[config.mk]
export PLATFORM = sky130hd
export DESIGN_NAME = imem_loader
export DESIGN_NICKNAME = d
export VERILOG_FILES = /design/src/rtl/imem_loader_pkg.sv /design/src/rtl/imem_1w1r.sv /design/src/rtl/imem_loader.sv
export SDC_FILE = /design/constraint.sdc
export NUM_CORES = 1
export LEC_CHECK = 0
export CAP_MARGIN = 20
export CORE_ASPECT_RATIO = 1.5
export CORE_UTILIZATION = 60
export DETAILED_ROUTE_END_ITERATION = 8
export PLACE_DENSITY = 0.79
export SLEW_MARGIN = 10
export SYNTH_ARGS = -nofsm -noshare
export SYNTH_HDL_FRONTEND = slang
export SYNTH_SLANG_ARGS = --single-unit
[constraint.sdc]
create_clock -name clk -period 3.8 [get_ports clk]
set_input_delay 0.57 -clock clk [delete_from_list [all_inputs] [get_ports clk]]
set_output_delay 0.57 -clock clk [all_outputs]
set_load 0.02 [all_outputs]
[src/rtl/imem_loader_pkg.sv]
// Shared definitions for the instruction-memory loader: FSM encoding, opcode bounds, defaults.
package imem_loader_pkg;

    localparam int unsigned DefDepth = 16;
    localparam int unsigned DefAw    = 4;

    localparam int unsigned OpMsb      = 15;
    localparam int unsigned OpLsb      = 12;
    localparam logic [3:0]  OpMaxLegal = 4'd6;

    typedef enum logic [2:0] {
        StIdle,
        StHigh,
        StLow,
        StWrite,
        StDone
    } state_e;

    function automatic logic is_illegal(input logic [15:0] word);
        return word[OpMsb:OpLsb] > OpMaxLegal;
    endfunction

endpackage

[src/rtl/imem_1w1r.sv]
// Instruction memory: one synchronous write port, one registered read port (read-before-write).
module imem_1w1r
    import imem_loader_pkg::*;
#(
    parameter int unsigned DEPTH = DefDepth,
    parameter int unsigned AW    = DefAw
) (
    input  logic          clk,
    input  logic          rst,
    input  logic          we,
    input  logic [AW-1:0] waddr,
    input  logic [15:0]   wdata,
    input  logic [AW-1:0] raddr,
    output logic [15:0]   rdata
);

    logic [15:0] mem_q [DEPTH];

    // Array is deliberately left out of reset so contents survive a mid-session rst.
    always_ff @(posedge clk) begin
        if (we) begin
            mem_q[waddr] <= wdata;
        end
    end

    always_ff @(posedge clk) begin
        if (rst) begin
            rdata <= '0;
        end else begin
            rdata <= mem_q[raddr];
        end
    end

endmodule

[src/rtl/imem_loader.sv]
// Streams program bytes (high byte first) into the instruction memory and serves fetches.
module imem_loader
    import imem_loader_pkg::*;
#(
    parameter int unsigned DEPTH = DefDepth,
    parameter int unsigned AW    = DefAw
) (
    input  logic          clk,
    input  logic          rst,
    input  logic          start,
    input  logic          byte_valid,
    input  logic [7:0]    byte_data,
    output logic          byte_ready,
    input  logic [AW-1:0] fetch_addr,
    output logic [15:0]   fetch_instr,
    output logic          loading,
    output logic          done,
    output logic [AW:0]   word_count,
    output logic [AW:0]   illegal_count
);

    localparam logic [AW:0] DepthCnt = (AW+1)'(DEPTH);

    state_e        state_q;
    logic          ready_q;
    logic          loading_q;
    logic          done_q;
    logic [AW:0]   word_count_q;
    logic [AW:0]   illegal_count_q;
    logic [AW-1:0] addr_q;
    logic [15:0]   stage_q;

    logic          xfer;
    logic          mem_we;
    logic [AW:0]   word_count_inc;

    assign xfer           = byte_valid && ready_q;
    assign word_count_inc = word_count_q + 1'b1;
    // rst must win over the pending write of a word caught in WRITE.
    assign mem_we         = (state_q == StWrite) && !rst;

    always_ff @(posedge clk) begin
        if (rst) begin
            state_q         <= StIdle;
            ready_q         <= 1'b0;
            loading_q       <= 1'b0;
            done_q          <= 1'b0;
            word_count_q    <= '0;
            illegal_count_q <= '0;
            addr_q          <= '0;
            stage_q         <= '0;
        end else begin
            case (state_q)
                StIdle, StDone: begin
                    if (start) begin
                        state_q         <= StHigh;
                        ready_q         <= 1'b1;
                        loading_q       <= 1'b1;
                        done_q          <= 1'b0;
                        word_count_q    <= '0;
                        illegal_count_q <= '0;
                        addr_q          <= '0;
                    end
                end
                StHigh: begin
                    if (xfer) begin
                        stage_q[15:8] <= byte_data;
                        state_q       <= StLow;
                    end
                end
                StLow: begin
                    if (xfer) begin
                        stage_q[7:0] <= byte_data;
                        state_q      <= StWrite;
                        ready_q      <= 1'b0;
                    end
                end
                StWrite: begin
                    word_count_q <= word_count_inc;
                    addr_q       <= addr_q + 1'b1;
                    if (is_illegal(stage_q)) begin
                        illegal_count_q <= illegal_count_q + 1'b1;
                    end
                    if (word_count_inc == DepthCnt) begin
                        state_q   <= StDone;
                        loading_q <= 1'b0;
                        done_q    <= 1'b1;
                    end else begin
                        state_q <= StHigh;
                        ready_q <= 1'b1;
                    end
                end
                default: begin
                    state_q   <= StIdle;
                    ready_q   <= 1'b0;
                    loading_q <= 1'b0;
                end
            endcase
        end
    end

    imem_1w1r #(
        .DEPTH(DEPTH),
        .AW   (AW)
    ) u_mem (
        .clk  (clk),
        .rst  (rst),
        .we   (mem_we),
        .waddr(addr_q),
        .wdata(stage_q),
        .raddr(fetch_addr),
        .rdata(fetch_instr)
    );

    assign byte_ready    = ready_q;
    assign loading       = loading_q;
    assign done          = done_q;
    assign word_count    = word_count_q;
    assign illegal_count = illegal_count_q;

endmodule

**Run 1: power grid**

Pins as bars on the die edge. Tap cells in gray.
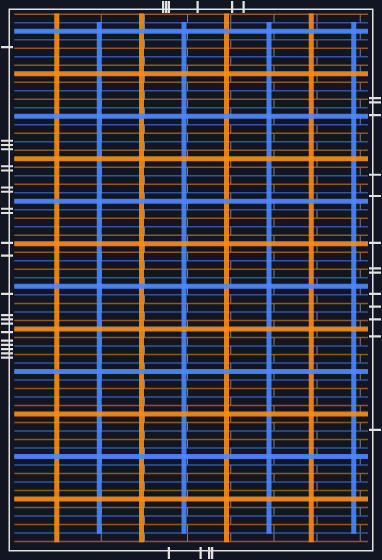
[orange] VSS
[blue] VDD
met1 rails: 63
signal pins: 45
met5 straps: 12
met4 straps: 8
tap cells: 256

**Run 1: M2 wires**

The bar under the picture is 20 µm long.
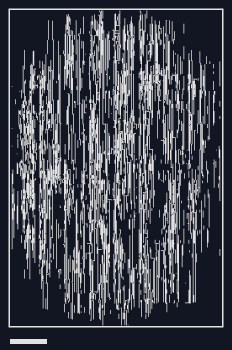
longest straight run: 63.2 µm
share of all routed wire: 53%
wire length on this layer: 12800 µm
main direction: vertical
nets with wire on the layer: 652

**Run 1: cell outlines without signal wires**

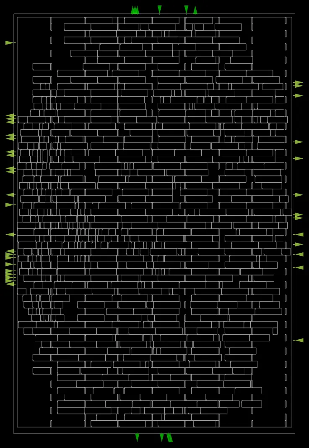
Cell Rows: 62
post-route core utilization: 70.05%
FFs & Latches: 308
final cell count without fillers: 962

==> summary.rpt, run 1 <==
==== FLOW RESULTS ====
----------------------------------------------------
[Flow run]
  Tool warnings ........................ 30

[Floorplan]
  Number of top-level pins ........................ approximately 45
  Vertical extent of the die ........................ between 150 and 200 µm
  Floorplan-stage core utilization ........................ 61.09%

[CTS]
  Number of sinks driven by the clock tree ........................ approximately 310
  Skew-Pair Late Insertion Delay ........................ between 0.5 and 0.6 ns
  Cts bufs inserted ........................ 27

[STA]
  Number of hold-slack violations in the final timing report ........................ 0
  Max Fclk ........................ approximately 0.41 GHz

[Power]
  Part of the power in combinational logic ........................ roughly 4.1%
  Total internal power ........................ approximately 5.4 mW

[Status]
  Outcome ........................ finished, final reports clean

[Critical path]
  CP Data Required Time ........................ between 4 and 5 ns
  Delay of the slowest cell on the worst path ........................ ~0.57 ns
  Crit. End Element ........................ flop

[Cells and area]
  Number of inserted filler cells in the final layout ........................ ~1200

[Routing]
  Number of vias after detailed routing ........................ slightly above 6000

[Logic synthesis]
  Library cell with the highest instance count after synthesis ........................ sky130_fd_sc_hd__edfxtp_1
  EDFF count, synth ........................ roughly 260
  Chip Area, Yosys ........................ 11660 µm²
  Cell type contributing the most total cell area after synthesis ........................ sky130_fd_sc_hd__edfxtp_1

----------------------------------------------------
[run 1: worst reg2reg max path, cell delays in order (launching register included)]
cell,delay (ns)
sky130_fd_sc_hd__dfxtp_1,0.57
sky130_fd_sc_hd__nand3b_1,0.34
sky130_fd_sc_hd__or3_1,0.46
sky130_fd_sc_hd__nor2_1,0.49
sky130_fd_sc_hd__buf_4,0.30
[run 1: final timing paths]
| path | start | endpoint | slack [ns] | cells after the start |
|---|---|---|---|---|
| setup reg to reg | state_q[0] | u_mem.mem_q[1][0] | 1.34 | 4 |
| setup / recovery | state_q[0] | u_mem.mem_q[1][0] | 1.34 | 4 |
| hold / removal | done | done | 0.48 | 2 |
| hold reg to reg | done | done | 0.48 | 2 |
[run 1: logic make-up (layout without fill, tap and decap cells)]
| logic type | after synthesis | after routing | share of synthesized area (%) |
|---|---|---|---|
| xor gates and xnor gates | 2 | 2 | 0.1503 |
| AOI/OAI and AO/OA | 66 | 66 | 3.757 |
| DFF | 308 | 308 | 74.87 |
| buffers and inverters | 35 | 123 | 1.449 |
| adders and majority gates | 7 | 7 | 0.7513 |
| muxes | 85 | 85 | 14.20 |
| and+or+nand+nor | 115 | 115 | 4.819 |
[run 1: layout make-up]
cell class	instances	area (µm²)	share of cell area (%)
clock buffers	34	742.0	5.550
clock inverters	13	156.4	1.170
inverters	7	26.28	0.1966
multi-input cells	275	2766	20.69
flip-flops and latches	308	8728	65.29
well taps	256	320.3	2.396
repair buffers	69	628.1	4.699
[run 1: state kept, by name (all words and copies together), names as in the netlist]
name,flops
done,1
loading,1
byte_ready,1
u_mem.rdata,16
word_count,5
stage_q,16
addr_q,4
u_mem.mem_q,256
illegal_count,5
state_q,3
[run 1: layer usage]
metal / part of all wire, % / GRT usage (%) / vias to the layer above
met3: 7.5 / 3.821 / 61
met5: 0 / 0 / -
met2: 53 / 43.77 / 292
li1: - / - / 2604
met1: 37 / 34.17 / 3094
met4: 2.9 / 8.600 / 0
[run 1: per-stage QoR]
| step | cell area (µm²) | total power [mW] | setup WS [ns] | std cells |
|---|---|---|---|---|
| 4_1_cts | 13370 | 6.715 | 1.335 | 962 |
| 3_5_place_dp | 12470 | 4.013 | 1.131 | 915 |
| 6_report | 13370 | 6.684 | 1.340 | 962 |
| 2_1_floorplan | 11660 | 3.903 | 0.6338 | 618 |
| 5_1_grt | 13370 | 6.848 | 1.186 | 962 |
| 3_3_place_gp | 12470 | 4.008 | 1.248 | 915 |
[run 1: cell usage in the layout, fill, tap and decap left out, drive strengths merged, types with 17 or more instances in the layout]
cell / Yosys / routed
clkdlybuf4s50: 0 / 41
nand2: 26 / 26
a21oi: 17 / 17
buf: 17 / 28
mux4: 64 / 64
mux2i: 21 / 21
clkbuf: 11 / 34
a22oi: 32 / 32
edfxtp: 256 / 256
dfxtp: 52 / 52
nor2: 51 / 51
[run 1: power groups by stage]
stage	sequential [mW]	combinational (mW)	clock [mW]
global placement	3.74	0.272	0
detailed placement	3.74	0.275	0
global route	3.67	0.292	2.89
finish	3.66	0.274	2.75
CTS	3.66	0.276	2.77
floorplan	3.75	0.154	0
**Run 1: clock wires, drivers and flops**

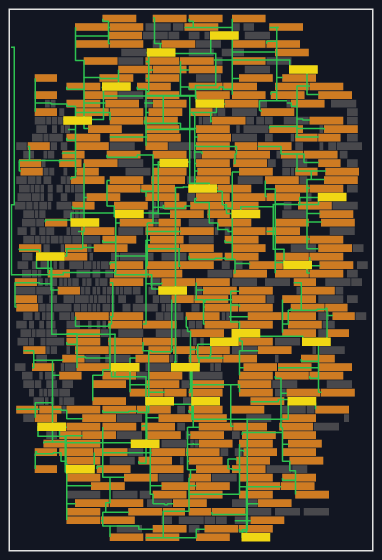

--- run 2 (diff from run 1) ---
--- a/config.mk
+++ b/config.mk
@@ -7,9 +7,9 @@
 export LEC_CHECK = 0
 export CAP_MARGIN = 20
 export CORE_ASPECT_RATIO = 1.5
-export CORE_UTILIZATION = 60
+export CORE_UTILIZATION = 54
 export DETAILED_ROUTE_END_ITERATION = 8
-export PLACE_DENSITY = 0.79
+export PLACE_DENSITY = 0.75
 export SLEW_MARGIN = 10
 export SYNTH_ARGS = -nofsm -noshare
 export SYNTH_HDL_FRONTEND = slang
==> constraint.sdc (replaced) <==
create_clock -name clk -period 1.97 [get_ports clk]
set_input_delay 0.2955 -clock clk [delete_from_list [all_inputs] [get_ports clk]]
set_output_delay 0.2955 -clock clk [all_outputs]
set_load 0.02 [all_outputs]
**Run 2: clock wires, drivers and flops**

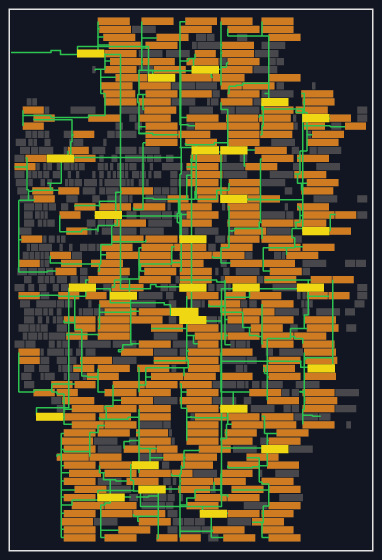
[orange] flip-flops | count: 308
[green] clock wires | length: 2940 µm
[yellow] clock-net drivers | count: 27
flops lie: widely spread
routed clock nets: 28
clk pwr: 5.16 mW
clock power share: 40.3%
Worst Clk Skew: 0.01913 ns
Skew-Pair Late Insertion Delay: 0.54 ns

==> summary.rpt, run 2 <==
==== FLOW RESULTS ====
----------------------------------------------------
[Min path]
  Worst min-delay path endpoint ........................ stage_q[3]
  Count of cells along the worst hold path ........................ 3

[Critical path]
  Logic depth of the worst path, buffers included ........................ 1
  Crit. End Element ........................ output port
  FF-to-FF setup slack ........................ 0.25 ns
  Crit Reg-Reg Startpoint ........................ state_q[2]
  Reg-to-reg critical path endpoint ........................ u_mem.mem_q[2][14]
  Delay of the slowest cell on the worst path ........................ 0.65 ns

[Placement]
  Post-DP Area ........................ between 10000 and 15000 µm²

[Cells and area]
  Top register by number of flip-flops ........................ u_mem.mem_q
  Post-route core utilization ........................ around two thirds
  Final instance area ........................ approximately 14000 µm²
  Leading cell type in the layout, fill and taps excluded ........................ sky130_fd_sc_hd__edfxtp_1
  Number of flip-flops in the largest register ........................ 256
  Most frequent logic cells in the routed design ........................ sky130_fd_sc_hd__edfxtp_1 (256), sky130_fd_sc_hd__mux4_2 (64), sky130_fd_sc_hd__dfxtp_1 (52)
  Largest registers ........................ u_mem.mem_q: 256 flops, stage_q: 16 flops, u_mem.rdata: 16 flops

[CTS]
  Cts bufs inserted ........................ 27
  Number of sinks driven by the clock tree ........................ approximately 310

[Routing]
  Number of vias after detailed routing ........................ 6101

[Logic synthesis]
  EDFF count, synth ........................ around 260
  Chip Area, Yosys ........................ approximately 12000 µm²

[Flow run]
  Tool warnings ........................ 31

[Floorplan]
  Vertical extent of the die ........................ about 180 µm
  Floorplan-stage core utilization ........................ a little under three fifths

[GRT]
  Highest-utilization routing layer at the global route stage ........................ met2
  M2 GR Usage ........................ between 40% and 50%

[Status]
  Outcome ........................ finished, final reports clean

----------------------------------------------------
**Run 2: placed cells, one color a class**

The bar under the picture is 20 µm long. Fill, decap, tap and diode cells in gray.
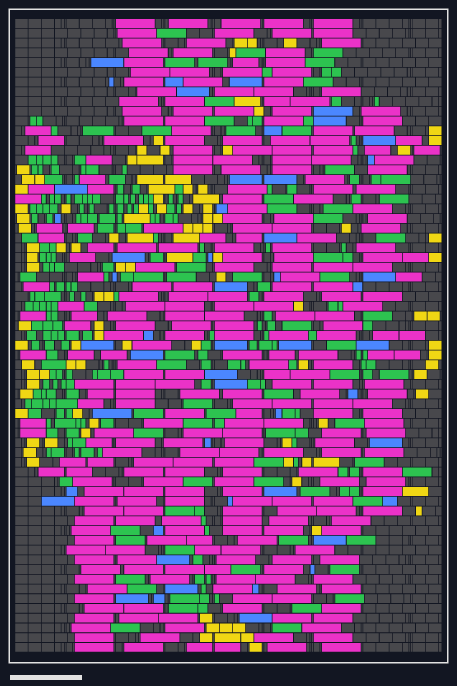
[blue] clock drivers and dummy loads | cells: 50 | share of their area: 6.5%
[magenta] sequential cells | cells: 308 | share of their area: 65%
[yellow] remaining buffers and delay cells | cells: 106 | share of their area: 7.8%
[green] remaining logic cells | cells: 282 | share of their area: 21%

run 2: netlist changes by cell type in the layout (fill, tap and decap cells not counted), sizes merged:
cell / change
buf: +37
clkinvlp: +3
inv: +3
clkbuf: -2
bufinv: -1
clkdlybuf4s50: -1
dlygate4sd2: +1
run 2: area by class of cell:
cell class              instances  area [µm²]
inverters                       7       26.28
repair buffers                106        1055
clock inverters                18       165.2
flip-flops and latches        308        8728
clock buffers                  32       714.4
fillers                      1338        7246
multi-input cells             275        2794
well taps                     268       335.3
run 2: report_power, final:
group          internal (mW)  leakage (nW)  total (mW)  switching (mW)
Sequential              7.02          2.57        7.05          0.0302
Combinational          0.294          1.40       0.605           0.310
Clock                   2.88         0.421        5.16            2.28
run 2: cell families (layout without fill, tap and decap cells):
kind of cell	count (synthesis)	in the layout	share of synthesized area, %
flops	308	308	74.87
simple gates	115	115	4.819
mux	85	85	14.20
compound gates	66	66	3.757
buf+inv	35	163	1.449
fa+ha+maj	7	7	0.7513
xor+xnor	2	2	0.1503
run 2: how the worst max path moves through the flow:
| stage | endpoint | startpoint | slack (ns) |
|---|---|---|---|
| 4_1_cts | word_count[1] | word_count[1] | 0.05 |
| 3_5_place_dp | u_mem.mem_q[2][2] | rst | -0.10 |
| 6_report | word_count[1] | word_count[1] | 0.06 |
| 2_1_floorplan | u_mem.mem_q[10][0] | state_q[0] | -0.24 |
| 3_3_place_gp | u_mem.mem_q[2][4] | rst | -0.05 |
| 5_1_grt | word_count[1] | word_count[1] | 0.0006 |
run 2: worst reg2reg max path: stages (launching register included):
cell and delay, ns:
sky130_fd_sc_hd__dfxtp_1 0.32, sky130_fd_sc_hd__nand3b_1 0.21, sky130_fd_sc_hd__or3_1 0.42, sky130_fd_sc_hd__nor2_1 0.19, sky130_fd_sc_hd__buf_4 0.27
run 2: repair_timing:
action,4_1_cts,5_1_grt
gates resized,1,1
setup endpoints to repair,1,20
hold buffers,0,0
hold endpoints to repair,0,0
run 2: through the flow:
stage	setup slack, ns	std cells	TNS [ns]	hold WS (ns)
2_1_floorplan	-0.2404	618	-37.97	0.4427
3_3_place_gp	-0.04628	964	-1.999	0.4658
3_5_place_dp	-0.1036	964	-7.765	0.4817
4_1_cts	0.04807	1014	0	0.3987
5_1_grt	0.0005841	1014	0	0.4287
6_report	0.05792	1014	0	0.4109
run 2: per-layer routing:
| metal | share of wire, % | up-vias | routed length, µm |
|---|---|---|---|
| li1 | - | 2697 | - |
| met3 | 4.8 | 52 | 1165 |
| met4 | 4.3 | 0 | 1035 |
| met1 | 37 | 3134 | 8933 |
| met2 | 54 | 218 | 13050 |
| met5 | 0 | - | 0 |
--- run 3 (diff from run 2) ---
--- a/config.mk
+++ b/config.mk
@@ -5,12 +5,11 @@
 export SDC_FILE = /design/constraint.sdc
 export NUM_CORES = 1
 export LEC_CHECK = 0
-export CAP_MARGIN = 20
 export CORE_ASPECT_RATIO = 1.5
 export CORE_UTILIZATION = 54
 export DETAILED_ROUTE_END_ITERATION = 8
 export PLACE_DENSITY = 0.75
-export SLEW_MARGIN = 10
+export SLEW_MARGIN = 20
 export SYNTH_ARGS = -nofsm -noshare
 export SYNTH_HDL_FRONTEND = slang
 export SYNTH_SLANG_ARGS = --single-unit
**Run 3: power grid**

Pins as bars on the die edge. Tap cells in gray.
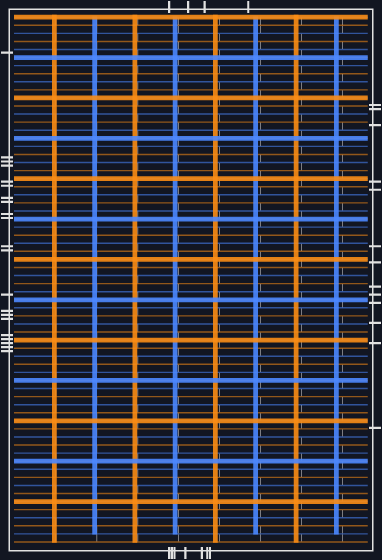
[orange] VSS
[blue] VDD
met1 rails: 66
rows: 65
met5 straps: 13
tap cells: 268
met4 straps: 8
maximum VDD drop: 0.6430 mV
Horiz. Die Dim: 122.0 µm
vertical extent of the die: 182.0 µm

==> summary.rpt, run 3 <==
==== FLOW RESULTS ====
----------------------------------------------------
[Cells and area]
  Largest registers ........................ u_mem.mem_q: 256 flops, stage_q: 16 flops, u_mem.rdata: 16 flops
  Top register by number of flip-flops ........................ u_mem.mem_q
  Number of inserted filler cells in the final layout ........................ ~1300
  Logic area ........................ between 2000 and 3000 µm²
  Register cell area after layout ........................ between 8000 and 9000 µm²

[Power]
  Total internal power ........................ 10.19 mW
  Power after layout ........................ between 10 and 15 mW
  Clock power share ........................ between 40% and 50%
  Fraction of power spent switching nets ........................ between 20% and 30%

[Critical path]
  Cells on worst reg2reg path ........................ 4
  Worst Setup EP ........................ word_count[1]
  Logic depth of the worst path, buffers included ........................ 1
  Reg-to-reg critical path endpoint ........................ u_mem.mem_q[2][14]
  Crit path launch ........................ word_count[1]

[Logic synthesis]
  Xor/xnor share of the synthesized area ........................ less than 1%
  Cell type contributing the most total cell area after synthesis ........................ sky130_fd_sc_hd__edfxtp_1
  Mux share of post-synthesis cell area ........................ between 10% and 20%
  Chip Area, Yosys ........................ 11660 µm²

[Floorplan]
  Floorplan-stage core utilization ........................ between 50% and 60%
  Cell Rows ........................ approximately 65

[Status]
  Outcome ........................ finished, final reports clean

[STA]
  Worst hold margin ........................ slightly above 0.4 ns

[CTS]
  Number of hold-repair buffers added at the cts stage ........................ 0
  Number of sinks driven by the clock tree ........................ 308

[Flow run]
  Tool warnings ........................ 31

[GRT]
  M2 GR Usage ........................ roughly two fifths
  Global Route met1 Usage ........................ between 20% and 30%

----------------------------------------------------
**Run 3: clock wires, drivers and flops**

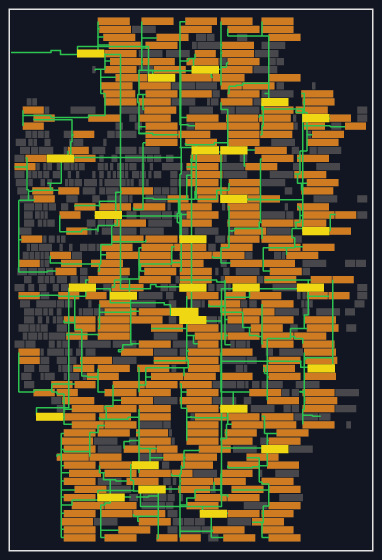
[green] clock wires | length: 2940 µm
[orange] flip-flops | count: 308
[yellow] clock-net drivers | count: 27
routed clock nets: 28
flops lie: widely spread

## run 3: cell counts in the layout (fill, tap and decap cells not counted)
No cell type changed its count.
## run 3: cell type report
cell class	count	share of cell area [%]
clock buffer	32	5.170
sequential	308	63.17
multi-input combinational	275	20.22
clock inverter	18	1.195
inverter	7	0.1901
timing repair buffer	106	7.633
tap	268	2.427
## run 3: worst reg2reg max path, cell delays in order (launching register included)
cell                       delay (ns)
sky130_fd_sc_hd__dfxtp_1         0.32
sky130_fd_sc_hd__nand3b_1        0.21
sky130_fd_sc_hd__or3_1           0.42
sky130_fd_sc_hd__nor2_1          0.19
sky130_fd_sc_hd__buf_4           0.27
## run 3: worst min-delay path by stage
| stage | start | to | slack [ns] | cells after the start |
|---|---|---|---|---|
| final | byte_data[3] | stage_q[3] | 0.41 | 3 |
| after global routing | byte_data[6] | stage_q[6] | 0.43 | 3 |
| after CTS | byte_data[3] | stage_q[3] | 0.40 | 3 |
| after detailed placement | done | done | 0.48 | 2 |
| after global placement | done | done | 0.47 | 2 |
| after floorplan | byte_data[0] | stage_q[0] | 0.44 | 2 |
## run 3: timing repair
| action | in CTS | in global routing |
|---|---|---|
| pin swaps | 0 | 0 |
| gates resized | 1 | 1 |
| setup endpoints to repair | 1 | 20 |
## run 3: metal layers
layer | up-vias | routed length [µm]
met5 | - | 0
met4 | 0 | 1035
li1 | 2697 | -
met1 | 3134 | 8933
met3 | 52 | 1165
met2 | 218 | 13050
## run 3: power by group through the flow
stage	clock network, mW	logic [mW]	registers, mW
final	5.16	0.605	7.05
after detailed placement	0	0.607	7.19
after floorplan	0	0.306	7.23
after global placement	0	0.600	7.19
after CTS	5.23	0.611	7.05
after global routing	5.46	0.643	7.05
## run 3: through the flow
| step | std cells | util [%] | area, µm² | worst slack (ns) |
|---|---|---|---|---|
| finish | 1014 | 65.60 | 13820 | 0.05792 |
| global route | 1014 | 65.60 | 13820 | 0.0005841 |
| CTS | 1014 | 65.60 | 13820 | 0.04807 |
| detailed placement | 964 | 61.43 | 12940 | -0.1036 |
| global placement | 964 | 61.43 | 12940 | -0.04628 |
| floorplan | 618 | - | 11700 | -0.2404 |
## run 3: cells by family (layout without fill, tap and decap cells)
kind of cell | Yosys count | count (layout)
DFF | 308 | 308
and+or+nand+nor | 115 | 115
muxes | 85 | 85
AOI/OAI and AO/OA | 66 | 66
buffers and inverters | 35 | 163
adders and majority gates | 7 | 7
xor gates and xnor gates | 2 | 2
Power figures rest on the tool's default switching activity, not on a simulated workload.
